<file path="src/rtl/seq_matrix_mac_pkg.sv">
// Shared types and helpers for the sequential matrix MAC and related arithmetic blocks.
// Element (i,j) of an N x N matrix sits at bit offset (i*N+j)*WIDTH of a flat vector.
package seq_matrix_mac_pkg;

    typedef enum logic [1:0] {
        IDLE = 2'd0,
        RUN  = 2'd1,
        DONE = 2'd2
    } state_e;

    // Widest intermediate sum the saturation helper accepts (2*WIDTH+1 must stay below this).
    localparam int unsigned MAX_SUM_W = 33;

    function automatic int unsigned elem_off(input int unsigned i, input int unsigned j,
                                             input int unsigned n, input int unsigned w);
        return (i * n + j) * w;
    endfunction

    // True when sum no longer fits in width bits, i.e. the value must clamp to 2^width-1.
    function automatic logic sat_over(input logic [MAX_SUM_W-1:0] sum,
                                      input int unsigned width);
        logic [MAX_SUM_W-1:0] lim;
        lim = MAX_SUM_W'(1) << width;
        return (sum >= lim);
    endfunction

endpackage

</file>
<file path="src/rtl/seq_matrix_mac_mac_cell.sv">
// One accumulator of the matrix MAC: clear, one multiply-accumulate step, or hold.
// Wrap or saturating result, chosen at elaboration by SATURATE.
import seq_matrix_mac_pkg::*;

module mac_cell #(
    parameter int unsigned WIDTH    = 4,
    parameter bit          SATURATE = 1'b0
) (
    input  logic             clk,
    input  logic             rst_n,
    input  logic             clr,
    input  logic             step,
    input  logic [WIDTH-1:0] a_in,
    input  logic [WIDTH-1:0] b_in,
    output logic [WIDTH-1:0] acc
);

    localparam int unsigned SUM_W = 2 * WIDTH + 1;

    logic [WIDTH-1:0]   acc_q;
    logic [WIDTH-1:0]   acc_d;
    logic [2*WIDTH-1:0] prod;
    logic [SUM_W-1:0]   sum;
    logic               over;

    always_comb begin
        prod  = {{WIDTH{1'b0}}, a_in} * {{WIDTH{1'b0}}, b_in};
        sum   = {1'b0, prod} + {{(WIDTH + 1){1'b0}}, acc_q};
        over  = sat_over({{(MAX_SUM_W - SUM_W){1'b0}}, sum}, WIDTH);
        acc_d = acc_q;
        if (clr) begin
            acc_d = '0;
        end else if (step) begin
            // Clamping every step keeps a saturated cell pinned for the rest of the job.
            acc_d = (SATURATE && over) ? {WIDTH{1'b1}} : sum[WIDTH-1:0];
        end
    end

    always_ff @(posedge clk or negedge rst_n) begin
        if (!rst_n) begin
            acc_q <= '0;
        end else begin
            acc_q <= acc_d;
        end
    end

    assign acc = acc_q;

endmodule

</file>
<file path="src/rtl/seq_matrix_mac.sv">
// N x N matrix multiply-accumulate, one k-step per clock across all cells.
// Handshake: a transfer happens on a rising edge where valid and ready are both high.
import seq_matrix_mac_pkg::*;

module seq_matrix_mac #(
    parameter int unsigned WIDTH    = 4,
    parameter int unsigned N        = 2,
    parameter bit          SATURATE = 1'b0
) (
    input  logic                 clk,
    input  logic                 rst_n,
    input  logic                 in_valid,
    output logic                 in_ready,
    input  logic                 acc_en,
    input  logic [N*N*WIDTH-1:0] a_mat,
    input  logic [N*N*WIDTH-1:0] b_mat,
    output logic                 out_valid,
    input  logic                 out_ready,
    output logic [N*N*WIDTH-1:0] c_mat,
    output logic                 busy
);

    localparam int unsigned KW    = $clog2(N);
    localparam int unsigned MAT_W = N * N * WIDTH;

    state_e           state_q, state_d;
    logic [KW-1:0]    k_q, k_d;
    logic [MAT_W-1:0] a_q, a_d;
    logic [MAT_W-1:0] b_q, b_d;
    logic             out_valid_q, out_valid_d;
    logic             acc_clr;
    logic             acc_step;

    always_comb begin
        state_d     = state_q;
        k_d         = k_q;
        a_d         = a_q;
        b_d         = b_q;
        out_valid_d = 1'b0;
        acc_clr     = 1'b0;
        acc_step    = 1'b0;
        case (state_q)
            IDLE: begin
                if (in_valid) begin
                    a_d     = a_mat;
                    b_d     = b_mat;
                    k_d     = '0;
                    acc_clr = !acc_en;
                    state_d = RUN;
                end
            end
            RUN: begin
                acc_step = 1'b1;
                if (k_q == KW'(N - 1)) begin
                    k_d     = '0;
                    state_d = DONE;
                end else begin
                    k_d = k_q + KW'(1);
                end
            end
            DONE: begin
                // out_valid rises one cycle after entering DONE, once the last step has settled.
                if (out_valid_q && out_ready) begin
                    state_d = IDLE;
                end else begin
                    out_valid_d = 1'b1;
                end
            end
            default: begin
                state_d = IDLE;
            end
        endcase
    end

    always_ff @(posedge clk or negedge rst_n) begin
        if (!rst_n) begin
            state_q     <= IDLE;
            k_q         <= '0;
            a_q         <= '0;
            b_q         <= '0;
            out_valid_q <= 1'b0;
        end else begin
            state_q     <= state_d;
            k_q         <= k_d;
            a_q         <= a_d;
            b_q         <= b_d;
            out_valid_q <= out_valid_d;
        end
    end

    assign in_ready  = (state_q == IDLE);
    assign busy      = (state_q != IDLE);
    assign out_valid = out_valid_q;

    for (genvar gi = 0; gi < N; gi++) begin : g_row
        for (genvar gj = 0; gj < N; gj++) begin : g_col
            logic [WIDTH-1:0] a_sel;
            logic [WIDTH-1:0] b_sel;
            logic [WIDTH-1:0] acc;

            // Cell (i,j) consumes A[i][k] and B[k][j] for the current k.
            assign a_sel = a_q[elem_off(gi, 32'(k_q), N, WIDTH) +: WIDTH];
            assign b_sel = b_q[elem_off(32'(k_q), gj, N, WIDTH) +: WIDTH];

            mac_cell #(
                .WIDTH    (WIDTH),
                .SATURATE (SATURATE)
            ) u_cell (
                .clk   (clk),
                .rst_n (rst_n),
                .clr   (acc_clr),
                .step  (acc_step),
                .a_in  (a_sel),
                .b_in  (b_sel),
                .acc   (acc)
            );

            assign c_mat[elem_off(gi, gj, N, WIDTH) +: WIDTH] = acc;
        end
    end

endmodule

</file>
<file path="config.mk">
export PLATFORM = sky130hd
export DESIGN_NAME = seq_matrix_mac
export DESIGN_NICKNAME = d
export VERILOG_FILES = /design/src/rtl/seq_matrix_mac_pkg.sv /design/src/rtl/seq_matrix_mac_mac_cell.sv /design/src/rtl/seq_matrix_mac.sv
export SDC_FILE = /design/constraint.sdc
export NUM_CORES = 1
export LEC_CHECK = 0
export CORE_MARGIN = 8
export CORE_UTILIZATION = 50
export CTS_CLUSTER_DIAMETER = 60
export CTS_CLUSTER_SIZE = 28
export DETAILED_ROUTE_END_ITERATION = 12
export PLACE_DENSITY = 0.76
export SLEW_MARGIN = 20
export SYNTH_ARGS = -nofsm -noshare
export SYNTH_HDL_FRONTEND = slang
export SYNTH_SLANG_ARGS = --single-unit
</file>
<file path="constraint.sdc">
create_clock -name clk -period 4.83 [get_ports clk]
set_input_delay 0.966 -clock clk [delete_from_list [all_inputs] [get_ports clk]]
set_output_delay 0.966 -clock clk [all_outputs]
set_load 0.02 [all_outputs]
</file>
==> run_1/cell_density.png <==
Scale bar: 20 um. The die is cut into 10 by 10 equal tiles; white is low, dark blue is high, 0 to 100% covered.
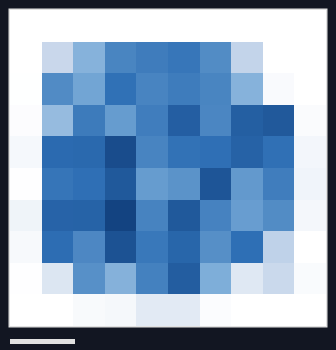
emptiest ninth of the die: north-east
fullest tile: 92%
densest ninth of the die: center
mean over tiles: 41%
tiles over 75% full: 17%
total core area: 6350 um2
core occupancy in the finished layout: 0.621
Pre-Place Util: 0.518

==> run_1/io_fan.png <==
Scale bar: 20 um.
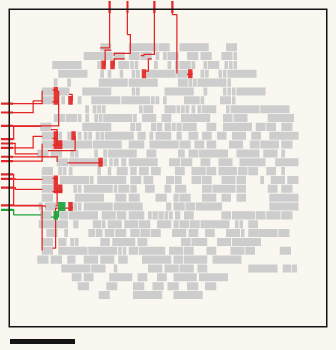
| port | color | bits | direction | end cells | wire |
|---|---|---|---|---|---|
| in_valid | green | 1 | input | 2 | 16.3 um |
| b_mat | red | 16 | input | 16 | 344 um |
number of ports placed on the die boundary: 56
buffers added on ports: 55

==> run_1/placement.png <==
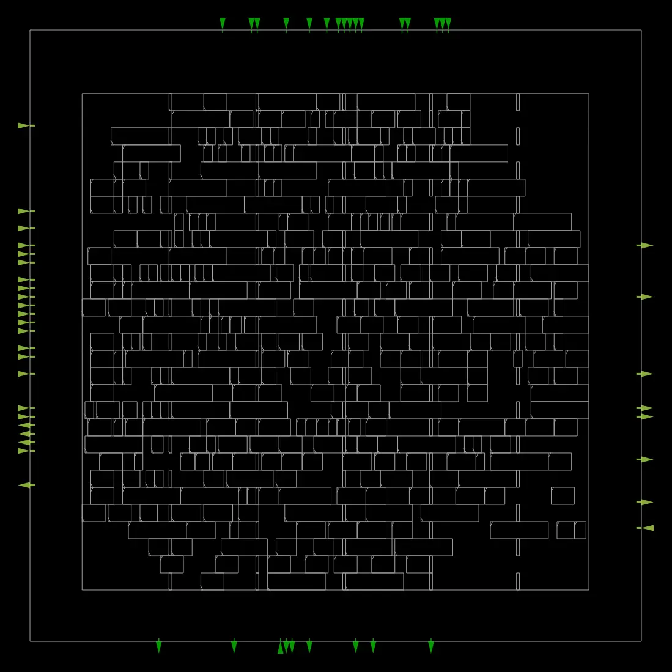
Well Taps: 77
Finished Layout Cells: 454
Seq cells: 52
Row Count: 29

==> out/notes.md, run 1 <==
* post-cts gate resize count: 0
* synth cell count leaders: 104 x sky130_fd_sc_hd__nand2_1, 52 x sky130_fd_sc_hd__dfrtp_1, 24 x sky130_fd_sc_hd__ha_1, 23 x sky130_fd_sc_hd__a22o_1, 16 x sky130_fd_sc_hd__xnor2_1
* run status: finished clean
* Longest Clk Path Bufs: 2
* total inserted antenna cells: 0
* number of unique standard cell types used by synthesis: 30
* Logic Gate Count: 247
* Top Usage Layer GRT: met2
* residual DRC count: 0
* detailed placer's ending HPWL: 6.02 mm
* most common cell after layout, fill and taps aside: sky130_fd_sc_hd__nand2_1
* floorplan net count: 401
* wire length on met1: 3.36 mm
* synth-to-layout area growth: 19.8%
* Setup Crit Path Kind: reg2reg
* Flop area: 1300 um2
* Initial DRC Count: 209
* library cell appearing most often on the critical path: sky130_fd_sc_hd__xnor2_1
* final hold violations: 0
* sort of element at the start of the critical path: register
* depth of the most critical reg-to-reg path: 12
* kind of capture point of the worst setup path: register
* Inverters, non-clock: 11
* pin slew with the least headroom to its limit: 0.987 ns
* CTS Root Cell: sky130_fd_sc_hd__clkbuf_8
* post-synthesis cell count: 332
* average wire per cell in the routed design: 17.3 um
* GR Util met3: 0.0455
* total gr overflow: 0
* total via count in the routed design: 2573
* largest net degree at the start of global routing: 53
* global-route track usage on met2: 0.268
* share of cell area taken by multi-input logic gates: 0.465
* Setup TNS Final: 0 ns
* number of global-route vias before repair: 2626
* most numerous logic cells after layout: 104 x sky130_fd_sc_hd__nand2_1, 54 x sky130_fd_sc_hd__clkdlybuf4s50_1, 52 x sky130_fd_sc_hd__dfrtp_1
* cell with the largest stage delay on the worst path: sky130_fd_sc_hd__dfrtp_1
* max-slew violation total from the final report: 0
* post-layout min period: 4.05 ns
* Synth top area share: 0.395
* capture instance of the worst register-to-register path: g_row[1].g_col[0].u_cell.acc[3]$_DFFE_PN0P_
* Horiz. Die Dim: 97.1 um
* Seq area share: 0.330
* async set-or-reset flop fraction in the synthesized netlist: 1.00
* Seq/Total Area, Yosys: 0.395
* endpoint of the worst hold-timing path: out_valid$_DFF_PN0_
* wire length after detailed routing: 7.83 mm
* startpoint of the worst-slack reg-to-reg timing path: k_q$_DFFE_PN0P_
* buffers inserted during post-CTS setup optimization: 0
* top cell family by delay on the critical path: adder cells
* Max-Cap Viols: 0
* first-pass detailed-route iteration total: 4
* wire length of the first global-routing pass: 13.4 mm
* biggest area consumer among cell classes: multi-input combinational cells
* Clock buffer cells: 5
* number of fillers in the final layout: 548
* total clock buffers created by CTS: 5
* clock transition at the registers of the reported paths: 0.11 ns
* last element of the critical path: g_row[1].g_col[0].u_cell.acc[3]$_DFFE_PN0P_
* buffer and inverter count on the worst path: 1
* Chip Area: 9430 um2
* post-route clock period utilization: 0.839
* TritonCTS clock tree: built
* number of clock sinks: 52
* multi-input logic area: 1830 um2
* mean area per synthesized cell: 9.91 um2
* commonest register cell after synthesis: sky130_fd_sc_hd__dfrtp_1
* tally of yosys warning messages: 0
* worst min-delay path category: reg2reg
* worst clock skew: 0.00758 ns
* critical path startpoint: k_q$_DFFE_PN0P_
* Signal buffers: 59
* post-synthesis chip area from yosys: 3290 um2
* number of cells on the critical path: 12
* Hold Path Cell Cnt: 1
* worst-path cell chain: and2b_2, a22o_1, ha_1, ha_1, fa_1, inv_1, fa_1, xnor2_1, xnor2_1, xnor2_1, xnor3_1, a22o_1
* worst max-slew margin expressed relative to the limit: 0.342
* M1 GR Usage: 0.221
* met3 routed wirelength: 597 um
* Worst Path Required: 5.04 ns
* Final Setup Violations: 0
* Insertion Delay late pin: 0.32 ns
* share of post-route cells with drive strength above 1: 0.0637
* OpenROAD warning count: 26
* Non-Clock Buffer Area Fraction: 0.146
* Synth Cell Area: 3290 um2
* maximum fanout encountered on the critical timing path: 28
* DR vias/cell: 5.67
* Fmax achieved: 247 MHz
* CP peak stage delay: 0.86 ns
* dominant cell by count in the synthesized netlist: sky130_fd_sc_hd__nand2_1
* RSZ-0062 raised after global routing: no
* cell type with the highest aggregate area in the netlist: sky130_fd_sc_hd__dfrtp_1
* height of the chip: 97.1 um
* FF+latch count, synth: 52
* length of routed met2 wiring: 3.74 mm
* H-tree depth: 2
* routability cong.: 0.881
* overall global routing resource usage: 0.169
* top layer used by detailed routing: met4
* hold buffers post-CTS: 0
* Final nets: 445
* initial antenna violation count: 0
* source of the worst hold timing path: out_valid$_DFF_PN0_
* CP Data Arrival Time: 4.27 ns
* Largest cells by area: sky130_fd_sc_hd__dfrtp_1 40%, sky130_fd_sc_hd__nand2_1 12%, sky130_fd_sc_hd__ha_1 9.1%
* Layout clock area frac: 0.0241
* worst reg2reg setup slack: 0.78 ns
* post-route antenna net violation count: 0
* yosys cell count: 332
* number of flops mapped to enable cells by yosys: 0
## run 1: cells by family (layout without fill, tap and decap cells)
group | after synthesis | count (layout) | share of synthesized area
fa+ha+maj | 32 | 32 | 0.140
flops | 52 | 52 | 0.395
xor+xnor | 28 | 28 | 0.0958
buf+inv | 33 | 78 | 0.0487
compound gates | 60 | 60 | 0.159
simple gates | 127 | 127 | 0.161
## run 1: metrics by stage
step                area (um2)  setup slack (ns)  std cells  hold WS, ns
CTS                       3940             0.814        454        0.498
finish                    3940             0.777        454        0.491
detailed placement        3840             0.844        446        0.474
global placement          3840             0.975        446        0.465
global route              3940             0.544        454        0.514
floorplan                 3290              1.12        332        0.438
==> run_1/power_grid.png <==
Scale bar: 20 um. Pins as bars on the die edge. Tap cells in gray.
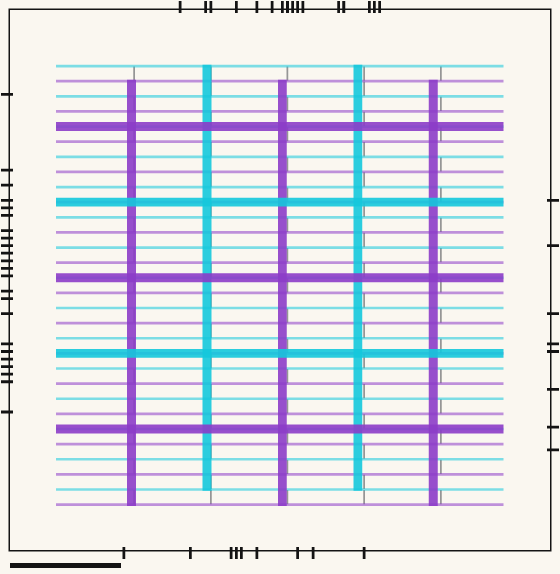

==> run 2: changes to the inputs <==
--- a/config.mk
+++ b/config.mk
@@ -6,7 +6,7 @@
 export NUM_CORES = 1
 export LEC_CHECK = 0
 export CORE_MARGIN = 8
-export CORE_UTILIZATION = 50
+export CORE_UTILIZATION = 48
 export CTS_CLUSTER_DIAMETER = 60
 export CTS_CLUSTER_SIZE = 28
 export DETAILED_ROUTE_END_ITERATION = 12
==> constraint.sdc (replaced) <==
create_clock -name clk -period 3.62 [get_ports clk]
set_input_delay 0.724 -clock clk [delete_from_list [all_inputs] [get_ports clk]]
set_output_delay 0.724 -clock clk [all_outputs]
set_load 0.02 [all_outputs]
==> run_2/power_grid.png <==
Scale bar: 20 um. Pins as bars on the die edge. Tap cells in gray.
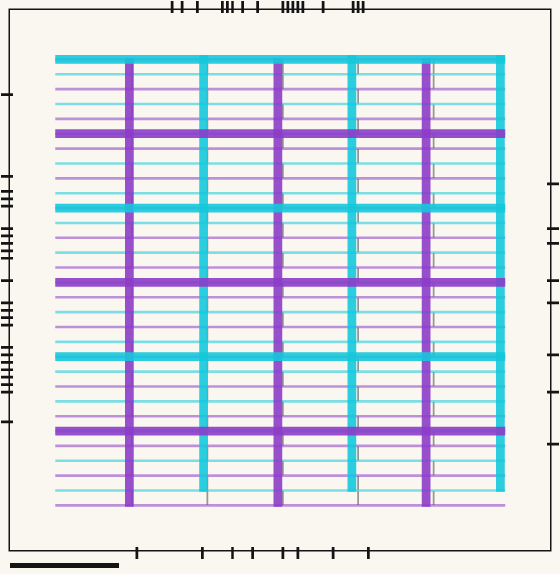
| net | color |
|---|---|
| VDD | cyan |
| VSS | purple |
met5 straps: 6
signal pins: 56
Horiz. Die Dim: 98.8 um
height of the chip: 98.8 um
total core area: 6720 um2

==> run_2/cell_density.png <==
Scale bar: 20 um. The die is cut into 10 by 10 equal tiles; white is low, dark blue is high, 0 to 100% covered.
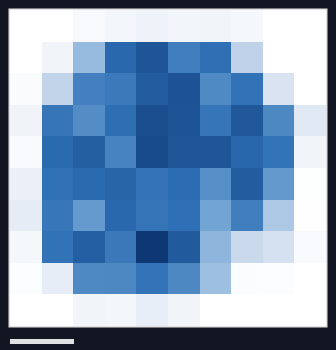
densest ninth of the die: center
emptiest ninth of the die: south-east
nearly empty tiles: 19%
fullest tile: 97%
tiles over 75% full: 21%
mean over tiles: 41%
Pre-Place Util: 0.490
core occupancy in the finished layout: 0.614

==> out/notes.md, run 2 <==
* Final Setup Violations: 0, unchanged
* total inserted antenna cells: 0, unchanged
* biggest area consumer among cell classes: multi-input combinational cells
* post-synthesis share of cell area spent on xor and xnor gates: 0.0958, unchanged
* post-layout min period: 3.49 ns, -0.561 ns
* commonest register cell after synthesis: sky130_fd_sc_hd__dfrtp_1
* Synth Cell Area: 3290 um2, unchanged
* Max-Cap Viols: 0, unchanged
* Non-Clock Buffer Area Fraction: 0.170, +0.0238
* Simple Share, Synth: 0.161, unchanged
* hold buffers post-CTS: 0, unchanged
* Final nets: 457, +2.7%
* Fmax achieved: 286 MHz, +16%
* Finished Layout Cells: 469, +3.3%
* post-route cell area: 4130 um2, +4.7%
* number of unique standard cell types used by synthesis: 30, unchanged
* Initial DRC Count: 201, -3.8%
* top cell family by delay on the critical path: adder cells
* initial antenna violation count: 0, unchanged
* first-pass detailed-route iteration total: 4, unchanged
* source of the worst hold timing path: out_valid$_DFF_PN0_
* DR vias/cell: 5.57, -1.7%
* Largest cells by area: sky130_fd_sc_hd__dfrtp_1 40%, sky130_fd_sc_hd__nand2_1 12%, sky130_fd_sc_hd__ha_1 9.1%
* Setup TNS Final: 0 ns, unchanged
* length of routed met2 wiring: 3.98 mm, +6.4%
* number of flops mapped to enable cells by yosys: 0, unchanged
* worst hold slack after final layout: 0.484 ns, -0.00734 ns
* total via count in the routed design: 2612, +1.5%
* total clock buffers created by CTS: 5, unchanged
* CTS Root Cell: sky130_fd_sc_hd__clkbuf_8
* Worst Path Required: 3.82 ns, -1.22 ns
* synth cell count leaders: 104 x sky130_fd_sc_hd__nand2_1, 52 x sky130_fd_sc_hd__dfrtp_1, 24 x sky130_fd_sc_hd__ha_1, 23 x sky130_fd_sc_hd__a22o_1, 16 x sky130_fd_sc_hd__xnor2_1
* most numerous logic cells after layout: 104 x sky130_fd_sc_hd__nand2_1, 54 x sky130_fd_sc_hd__clkdlybuf4s50_1, 51 x sky130_fd_sc_hd__dfrtp_1
* cell with the largest stage delay on the worst path: sky130_fd_sc_hd__fa_1
* Inverters, non-clock: 11, unchanged
* Signal buffers: 71, +20%
* TritonCTS clock tree: built
* Logic family by area: simple AND/OR/NAND/NOR gates
* final hold violations: 0, unchanged
* OpenROAD warning count: 26, unchanged
* number of fillers in the final layout: 531, -3.1%
* area fraction in full adders, half adders and majority gates: 0.140, unchanged
* buffer and inverter count on the worst path: 2, +1
* max-slew violation total from the final report: 0, unchanged
* Seq/Total Area, Yosys: 0.395, unchanged
* kind of capture point of the worst setup path: register
* GR Util met3: 0.0310, -0.0145
* wire length of the first global-routing pass: 13.0 mm, -2.7%
* floorplan net count: 401, unchanged
* cell count after placement: 457, +2.5%
* Synth top area share: 0.395, unchanged
* pin slew with the least headroom to its limit: 0.951 ns, -0.0361 ns
* share of post-route cells with drive strength above 1: 0.113, +0.0495
* overall global routing resource usage: 0.164, -0.00522
* tally of yosys warning messages: 0, unchanged
* detailed placer's ending HPWL: 6.13 mm, +1.8%
* H-tree depth: 2, unchanged
* Row Count: 30, +3.4%
* largest net degree at the start of global routing: 38, -28%
* endpoint of the worst hold-timing path: out_valid$_DFF_PN0_
* most common cell after layout, fill and taps aside: sky130_fd_sc_hd__nand2_1
* capture instance of the worst register-to-register path: g_row[1].g_col[0].u_cell.acc[3]$_DFFE_PN0P_
* Clock buffer cells: 5, unchanged
* area fraction in mux cells: 0, unchanged
* residual DRC count: 0, unchanged
* run status: finished clean
* M1 GR Usage: 0.204, -0.0172
* worst-path cell chain: buf_12, and2_4, a22o_1, ha_1, ha_4, fa_1, inv_1, fa_2, xnor2_2, xnor2_1, xnor2_1, xnor3_1, a22o_1
* yosys cell count: 332, unchanged
* routability cong.: 0.938, +6.4%
* Flop area: 1300 um2, about the same
* share of cell area taken by multi-input logic gates: 0.457, -0.00752
* Longest Clk Path Bufs: 2, unchanged
* mean area per synthesized cell: 9.91 um2, unchanged
* Top Usage Layer GRT: met2
* worst max-slew margin expressed relative to the limit: 0.366, +0.0241
* wire length after detailed routing: 7.98 mm, +1.9%
* cell type with the highest aggregate area in the netlist: sky130_fd_sc_hd__dfrtp_1
* depth of the most critical reg-to-reg path: 13, +1
-- run 2: worst max path at each step --
stage                                                  end  slack [ns]  cells past startpoint
4_1_cts        g_row[1].g_col[0].u_cell.acc[3]$_DFFE_PN0P_       0.004                     13
3_5_place_dp   g_row[1].g_col[0].u_cell.acc[3]$_DFFE_PN0P_       -0.02                     13
6_report       g_row[1].g_col[0].u_cell.acc[3]$_DFFE_PN0P_        0.13                     13
3_3_place_gp   g_row[1].g_col[0].u_cell.acc[3]$_DFFE_PN0P_         0.1                     13
2_1_floorplan  g_row[1].g_col[0].u_cell.acc[3]$_DFFE_PN0P_        0.01                     15
5_1_grt        g_row[1].g_col[0].u_cell.acc[3]$_DFFE_PN0P_       -0.03                     14
==> run_2/io_fan.png <==
Scale bar: 20 um.
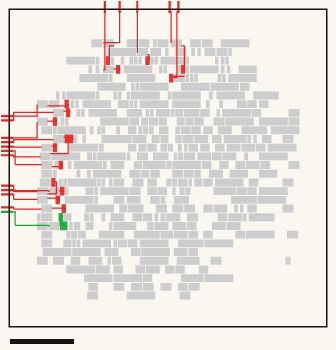

==> run 3: changes to the inputs <==
--- a/config.mk
+++ b/config.mk
@@ -11,7 +11,9 @@
 export CTS_CLUSTER_SIZE = 28
 export DETAILED_ROUTE_END_ITERATION = 12
 export PLACE_DENSITY = 0.76
+export SKIP_LAST_GASP = 1
 export SLEW_MARGIN = 20
 export SYNTH_ARGS = -nofsm -noshare
 export SYNTH_HDL_FRONTEND = slang
+export SYNTH_HIERARCHICAL = 1
 export SYNTH_SLANG_ARGS = --single-unit
==> constraint.sdc (replaced) <==
create_clock -name clk -period 3.62 [get_ports clk]
set_input_delay 0.724 -clock clk [delete_from_list [all_inputs] [get_ports clk]]
set_output_delay 0.724 -clock clk [all_outputs]
set_load 0.1 [all_outputs]
==> run_3/io_fan.png <==
Scale bar: 20 um.
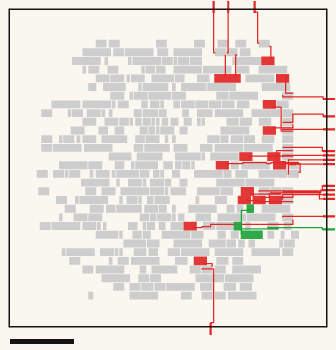
| port | color | bits | direction | end cells | wire |
|---|---|---|---|---|---|
| b_mat | red | 16 | input | 16 | 418 um |
| in_valid | green | 1 | input | 3 | 41.9 um |

==> run_3/flops_by_reg.png <==
Scale bar: 20 um. Other sequential cells in the stronger gray, the rest of the logic in the fainter gray.
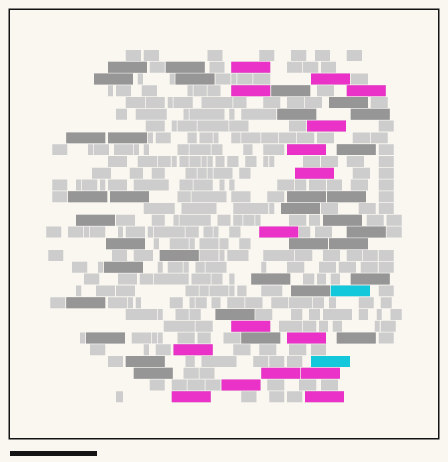
| netlist name | color | flops |
|---|---|---|
| state_q | cyan | 2 |
| a_q | magenta | 16 |
core occupancy in the finished layout: 0.603
Seq area share: 0.321
Flop area: 1300 um2

==> out/notes.md, run 3 <==
* yosys cell count: 267, -20%
* mean area per synthesized cell: 12.4 um2, +25%
* number of unique standard cell types used by synthesis: 26, -13%
* post-layout min period: 3.49 ns, -0.00149 ns
* detailed placer's ending HPWL: 5.05 mm, -18%
* GR Util met3: 0.0345, +0.00352
* Insertion Delay late pin: 0.30 ns
* wire length of the first global-routing pass: 11.4 mm, -12%
* CTS Root Cell: sky130_fd_sc_hd__clkbuf_8
* initial antenna violation count: 0, unchanged
* residual DRC count: 0, unchanged
* OpenROAD warning count: 27, +3.8%
* tally of yosys warning messages: 6, +6
* DR vias/cell: 5.00, -10%
* total inserted antenna cells: 0, unchanged
* worst-path cell chain: buf_4, mux2_2, and2_2, ha_1, ha_1, fa_1, inv_1, fa_1, xor2_1, xnor3_1, a211oi_2
* last element of the critical path: g_row[1].g_col[1].u_cell/acc[3]$_DFFE_PN0P_
* number of flops mapped to enable cells by yosys: 0, unchanged
* overall global routing resource usage: 0.144, -0.0202
* Top Usage Layer GRT: met2
* Row Count: 30, unchanged
* synth cell count leaders: 52 x sky130_fd_sc_hd__dfrtp_1, 47 x sky130_fd_sc_hd__mux2_2, 24 x sky130_fd_sc_hd__ha_1, 17 x sky130_fd_sc_hd__inv_1, 17 x sky130_fd_sc_hd__nand2_1
* H-tree depth: 2, unchanged
* cell with the largest stage delay on the worst path: sky130_fd_sc_hd__fa_1
* total clock buffers created by CTS: 5, unchanged
* largest net degree at the start of global routing: 37, -2.6%
* Synth top area share: 0.394, -0.00105
* cell count after placement: 400, -12%
* number of cells on the critical path: 11, -2
* total via count in the routed design: 2043, -22%
* most numerous logic cells after layout: 52 x sky130_fd_sc_hd__dfrtp_1, 52 x sky130_fd_sc_hd__clkdlybuf4s50_1, 45 x sky130_fd_sc_hd__mux2_2
* wire length after detailed routing: 6.59 mm, -17%
* length of routed met2 wiring: 2.98 mm, -25%
* M1 GR Usage: 0.193, -0.0108
* pin slew with the least headroom to its limit: 1.08 ns, +0.129 ns
* Largest cells by area: sky130_fd_sc_hd__dfrtp_1 39%, sky130_fd_sc_hd__mux2_2 16%, sky130_fd_sc_hd__ha_1 9.1%
* Longest Clk Path Bufs: 2, unchanged
* Max-Cap Viols: 0, unchanged
* max-slew violation total from the final report: 0, unchanged
* Final nets: 397, -13%
* Final Setup Violations: 0, unchanged
* Synth Cell Area: 3300 um2, +0.27%
* Finished Layout Cells: 409, -13%
* worst hold slack after final layout: 0.499 ns, +0.0156 ns
* floorplan net count: 336, -16%
* Horiz. Die Dim: 98.9 um, +0.11%
* worst max-slew margin expressed relative to the limit: 0.280, -0.0860
* top layer used by detailed routing: met4
* Worst Path Required: 3.85 ns, +0.03 ns
* kind of capture point of the worst setup path: register
* Seq/Total Area, Yosys: 0.394, -0.00105
* sort of element at the start of the critical path: register
* routability cong.: 0.813, -13%
* post-route antenna net violation count: 0
* first-pass detailed-route iteration total: 4, unchanged
* Fmax achieved: 287 MHz, about the same
* depth of the most critical reg-to-reg path: 11, -2
* run status: finished clean
* hold buffers post-CTS: 0, unchanged
* buffer and inverter count on the worst path: 2, unchanged
* Setup TNS Final: 0 ns, unchanged
* Initial DRC Count: 80, -60%
* final hold violations: 0, unchanged
* commonest register cell after synthesis: sky130_fd_sc_hd__dfrtp_1
* TritonCTS clock tree: built
* worst min-delay path category: in2async
* total core area: 6720 um2, unchanged
* capture instance of the worst register-to-register path: g_row[1].g_col[1].u_cell/acc[3]$_DFFE_PN0P_
* share of post-route cells with drive strength above 1: 0.249, +0.136
* post-synthesis cell count: 267
-- run 3: what timing repair did --
item,in CTS,in global routing
endpoints found under the setup margin,0,4
resized,0,2
buffers inserted,0,1
-- run 3: kinds of logic (layout without fill, tap and decap cells) --
kind of cell,after synthesis,after routing,synth area share
DFF,52,52,0.394
buffers and inverters,26,88,0.0372
muxes,61,61,0.204
xor gates and xnor gates,24,24,0.0971
and+or+nand+nor,65,65,0.107
AOI/OAI and AO/OA,7,7,0.0216
adders and majority gates,32,32,0.140
-- run 3: layout make-up --
type / instances / area (um2)
Clock buffer: 6 / 72.6
Clock inverter: 2 / 16.3
Fill cell: 559 / 2670
Inverter: 17 / 63.8
Multi-Input combinational cell: 189 / 1880
Sequential cell: 52 / 1300
Tap cell: 80 / 100
Timing Repair Buffer: 63 / 613
